==> run_1/cell_classes.png <==
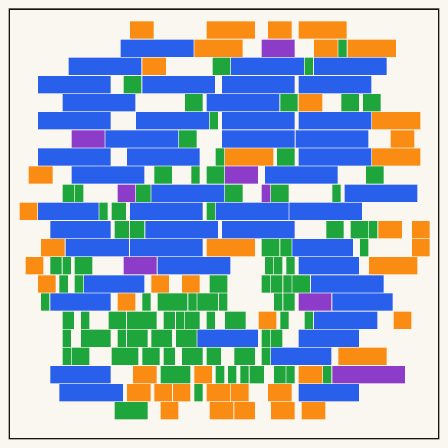
==> run_1/final_placement.png <==
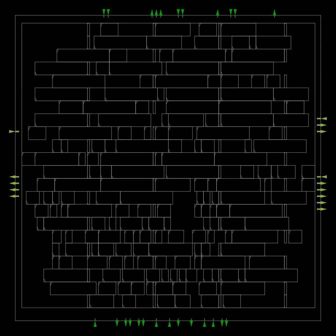
==> run_1/density.png <==
6 x 6 tiles, from white (low) to dark blue (high), 0 to 100% covered.
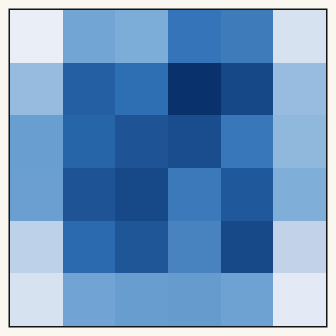
File: src/rtl/spi_bf_pkg.sv
// Shared definitions for the SPI byte-buffer slice: default geometry,
// the one-hot pointer type and a helper that decodes a pointer to a slot index.
package spi_bf_pkg;

  localparam int BF_SLOTS = 4;
  localparam int BF_W     = 8;

  typedef logic [BF_SLOTS-1:0] bf_ptr_t;

  localparam bf_ptr_t BF_PTR_RST = bf_ptr_t'(1);

  // Lowest set bit wins, so a corrupted multi-hot pointer still decodes deterministically
  function automatic logic [$clog2(BF_SLOTS)-1:0] onehot_idx(input bf_ptr_t p);
    logic [$clog2(BF_SLOTS)-1:0] idx;
    idx = '0;
    for (int i = BF_SLOTS - 1; i >= 0; i--) begin
      if (p[i]) idx = i[$clog2(BF_SLOTS)-1:0];
    end
    return idx;
  endfunction

endpackage

File: src/rtl/spi_bf_ptr_rot.sv
// One-hot pointer register: async reset to bit 0, synchronous clear back to
// bit 0, and a pure rotate-left on enable (never re-normalised).
module spi_bf_ptr_rot #(
  parameter int N = 4
) (
  input  logic         i_clk,
  input  logic         i_rst,
  input  logic         i_en,
  input  logic         i_clr,
  output logic [N-1:0] o_ptr
);

  logic [N-1:0] r_ptr;

  always_ff @(posedge i_clk or posedge i_rst) begin
    if (i_rst) begin
      r_ptr <= N'(1);
    end else if (i_clr) begin
      r_ptr <= N'(1);
    end else if (i_en) begin
      r_ptr <= {r_ptr[N-2:0], r_ptr[N-1]};
    end
  end

  assign o_ptr = r_ptr;

endmodule

File: src/rtl/spi_bf_slot_buffer.sv
// First-word-fall-through slot buffer between the SPI shift engine and the
// execute unit, with exported one-hot pointers and sticky over/underflow flags.
module spi_bf_slot_buffer
  import spi_bf_pkg::*;
#(
  parameter  int M  = BF_SLOTS,
  parameter  int W  = BF_W,
  localparam int CW = $clog2(M + 1)
) (
  input  logic          i_clk,
  input  logic          i_rst,
  input  logic          i_flush,
  input  logic          i_wr_valid,
  output logic          o_wr_ready,
  input  logic [W-1:0]  i_wr_data,
  output logic          o_rd_valid,
  input  logic          i_rd_ready,
  output logic [W-1:0]  o_rd_data,
  output logic [M-1:0]  o_wr_ptr,
  output logic [M-1:0]  o_rd_ptr,
  output logic [CW-1:0] o_count,
  output logic          o_full,
  output logic          o_empty,
  output logic          o_overflow,
  output logic          o_underflow,
  input  logic          i_err_clr
);

  logic [W-1:0]  r_slot [M];
  logic [CW-1:0] r_count;
  logic          r_full;
  logic          r_empty;
  logic          r_overflow;
  logic          r_underflow;

  logic          w_push;
  logic          w_pop;
  logic [CW-1:0] w_count_nxt;
  logic [W-1:0]  w_rd_data;
  logic [M-1:0]  w_wr_ptr;
  logic [M-1:0]  w_rd_ptr;

  assign w_push = i_wr_valid & ~r_full;
  assign w_pop  = i_rd_ready & ~r_empty;

  spi_bf_ptr_rot #(.N(M)) u_wr_ptr (
    .i_clk (i_clk),
    .i_rst (i_rst),
    .i_en  (w_push),
    .i_clr (i_flush),
    .o_ptr (w_wr_ptr)
  );

  spi_bf_ptr_rot #(.N(M)) u_rd_ptr (
    .i_clk (i_clk),
    .i_rst (i_rst),
    .i_en  (w_pop),
    .i_clr (i_flush),
    .o_ptr (w_rd_ptr)
  );

  // Slots are written by one-hot decode rather than an index, so no reset is needed here
  always_ff @(posedge i_clk) begin
    for (int i = 0; i < M; i++) begin
      if (w_push && !i_flush && w_wr_ptr[i]) r_slot[i] <= i_wr_data;
    end
  end

  always_comb begin
    w_rd_data = '0;
    for (int i = 0; i < M; i++) begin
      if (w_rd_ptr[i]) w_rd_data = w_rd_data | r_slot[i];
    end
  end

  always_comb begin
    w_count_nxt = r_count;
    if (i_flush) begin
      w_count_nxt = '0;
    end else if (w_push && !w_pop) begin
      w_count_nxt = r_count + CW'(1);
    end else if (w_pop && !w_push) begin
      w_count_nxt = r_count - CW'(1);
    end
  end

  // Full/empty are registered from the next count so they never lag the count
  always_ff @(posedge i_clk or posedge i_rst) begin
    if (i_rst) begin
      r_count <= '0;
      r_full  <= 1'b0;
      r_empty <= 1'b1;
    end else begin
      r_count <= w_count_nxt;
      r_full  <= (w_count_nxt == CW'(M));
      r_empty <= (w_count_nxt == '0);
    end
  end

  // Sticky flags: a fresh error in the same cycle as a clear keeps the flag set
  always_ff @(posedge i_clk or posedge i_rst) begin
    if (i_rst) begin
      r_overflow  <= 1'b0;
      r_underflow <= 1'b0;
    end else begin
      r_overflow  <= (i_wr_valid & r_full)  | (r_overflow  & ~i_err_clr);
      r_underflow <= (i_rd_ready & r_empty) | (r_underflow & ~i_err_clr);
    end
  end

  assign o_wr_ready  = ~r_full;
  assign o_rd_valid  = ~r_empty;
  assign o_rd_data   = w_rd_data;
  assign o_wr_ptr    = w_wr_ptr;
  assign o_rd_ptr    = w_rd_ptr;
  assign o_count     = r_count;
  assign o_full      = r_full;
  assign o_empty     = r_empty;
  assign o_overflow  = r_overflow;
  assign o_underflow = r_underflow;

endmodule

File: config.mk
export PLATFORM = sky130hd
export DESIGN_NAME = spi_bf_slot_buffer
export DESIGN_NICKNAME = d
export VERILOG_FILES = /design/src/rtl/spi_bf_pkg.sv /design/src/rtl/spi_bf_ptr_rot.sv /design/src/rtl/spi_bf_slot_buffer.sv
export SDC_FILE = /design/constraint.sdc
export NUM_CORES = 1
export LEC_CHECK = 0
export CORE_UTILIZATION = 50
export CTS_CLUSTER_SIZE = 12
export DETAILED_ROUTE_END_ITERATION = 10
export PLACE_DENSITY = 0.84
export RECOVER_POWER = 25
export SLEW_MARGIN = 25
export SYNTH_ARGS = -nofsm -noshare
export SYNTH_HDL_FRONTEND = slang
export SYNTH_SLANG_ARGS = --single-unit
File: constraint.sdc
create_clock -name i_clk -period 1.85 [get_ports i_clk]
set_input_delay 0.2775 -clock i_clk [delete_from_list [all_inputs] [get_ports i_clk]]
set_output_delay 0.2775 -clock i_clk [all_outputs]
set_load 0.05 [all_outputs]
==> impl_metrics.csv, run 1 <==
group,metric,value,unit
run_status,status,"complete, no violations",
timing,maxSlewViolCount,0,
synthesis,synth-simple-area-share,12.5,%
worst_hold_path,hold_class,"in2async",
layout,final_cell_area,2550,µm²
timing,whs,0.459,ns
layout,fillCellCount,272,
floorplanning,dieArea,4120,µm²
route,first_iter_violations,66,
setup_path,cp.buffers_inverters,1,
synthesis,ys_area,1940,µm²
timing,finalSetupViolations,0,
setup_path,critical_path.top_delay_family,"buffers and inverters",
floorplanning,io_pins,39,
setup_path,cp_slowest_cell,"clkdlybuf4s50_1",
layout,largest_class,"registers",
place,portBuffers,38,
grt,grt_busiest_layer,"met2",
synthesis,edf_count,32,
setup_path,cp_data_required_time,1.57,ns
clocking,clk_latency,0.30,ns
floorplanning,fp-utilization,52.5,%
route,first_pass_iters,4,
clocking,cts_root_buf,"clkbuf_8",
clocking,post_cts.resized_instances,1,
layout,top_register,"r_slot",
timing,tns,0,ns
clocking,numCtsBuffers,5,
setup_path,r2r_end,"o_full$_DFF_PP0_",
setup_path,crit_arrival,1.51,ns
synthesis,yosys.area.top_type_share,49.6,%
grt,gr-usage-met3,5.54,%
layout,comb-cell-share,20.2,%
grt,use_met1,29.9,%
synthesis,yosysWarnings,0,
clocking,cts.hold.buffers_added,0,
timing,worst_pin_slew,0.546,ns
power,powerComb,0.692,mW
place,place_inst,230,
setup_path,crit_end,"o_wr_ptr[3]",
power,max-vdd-ir-drop,0.661,mV
layout,postLayoutCoreUtil,69.1,%
route,wirelength,3.80,mm
clocking,htree_levels,2,
place,place_ws,0.00774,ns
grt,antenna_found_initial,0,
About cell_classes.png:
- flip-flops: blue (cells 47; share of their area 54%)
- other buffers and delay cells: orange (cells 43; share of their area 20%)
- all other logic: green (cells 92; share of their area 22%)
- clock drivers and dummy loads: purple (cells 8; share of their area 4.4%)

About final_placement.png:
flop share of the area: 52.6%
sequential cells: 47

About density.png:
- densest ninth of the die: centre
- tiles over 75% full: 33%
- mean over tiles: 60%
- fullest tile: 100%

==> run_1/registers.png <==
Bar = 20 µm. Other sequential cells in the stronger grey, the rest of the logic in the fainter grey.
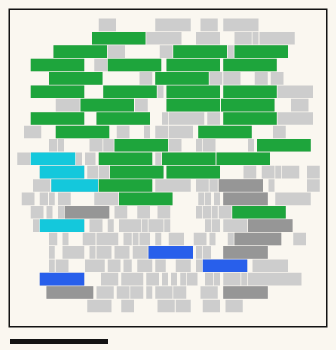

--- run 2 (diff from run 1) ---
PLACE_DENSITY = 0.89   (was 0.84)
==> run_2/registers.png <==
Bar = 20 µm. Other sequential cells in the stronger grey, the rest of the logic in the fainter grey.
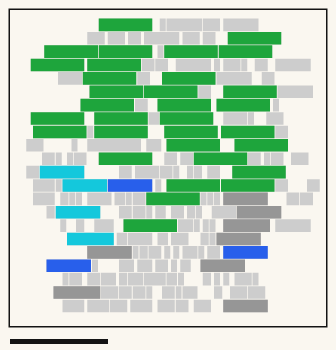
- r_slot: green (flops 32)
- u_wr_ptr.o_ptr: cyan (flops 4; where west)
- o_count: blue (flops 3)

==> run_2/met3.png <==
Bar = 20 µm.
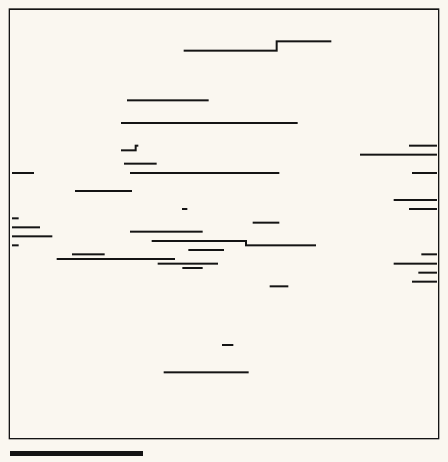
- share of all routed wire: 6.2%
- main direction: horizontal
- nets with wire on the layer: 29

==> impl_metrics.csv, run 2 <==
group,metric,value,unit
grt,antenna_found_initial,0,
clocking,htree_levels,2,
grt,use_met1,28.6,%
worst_hold_path,hold_class,"in2async",
layout,nFlopsAndLatches,47,
clocking,post_cts.resized_instances,1,
synthesis,ys_area,1940,µm²
layout,comb-cell-share,20.5,%
place,portBuffers,38,
clocking,cts_root_buf,"clkbuf_8",
layout,fillCellCount,260,
grt,gr-usage-met3,6.79,%
timing,finalSetupViolations,0,
floorplanning,fp-utilization,52.5,%
synthesis,edf_count,32,
synthesis,yosys.area.top_type,"edfxtp_1",
timing,whs,0.327,ns
timing,worst_pin_slew,0.555,ns
route,first_iter_violations,73,
setup_path,cp_data_required_time,1.57,ns
setup_path,r2r_end,"o_full$_DFF_PP0_",
timing,tns,0,ns
clocking,cts.hold.buffers_added,0,
grt,grt_busiest_layer,"met2",
floorplanning,io_pins,39,
floorplanning,dieArea,4120,µm²
route,first_pass_iters,4,
power,max-vdd-ir-drop,0.517,mV
setup_path,cp.buffers_inverters,1,
layout,final_cell_area,2510,µm²
synthesis,yosys.area.top_type_share,49.6,%
setup_path,cp_slowest_cell,"clkdlybuf4s50_1",
clocking,clk_latency,0.29,ns
setup_path,cp-startpoint,"o_count[2]$_DFF_PP0_",
route,wirelength,4.07,mm
layout,postLayoutCoreUtil,68.2,%
layout,largest_class,"registers",
clocking,numCtsBuffers,5,
layout,clkCellAreaFrac,4.08,%
setup_path,startpoint_type,"flip-flop",
layout,top_register,"r_slot",
setup_path,crit_arrival,1.49,ns
synthesis,yosysWarnings,0,
setup_path,crit_end,"o_count[2]",
layout,nets,204,
place,place_ws,-0.0255,ns
synthesis,synth-simple-area-share,12.5,%
run_status,status,"complete, no violations",
setup_path,critical_path.top_delay_family,"buffers and inverters",
timing,maxSlewViolCount,0,
Power is estimated from default activity; no workload was simulated.
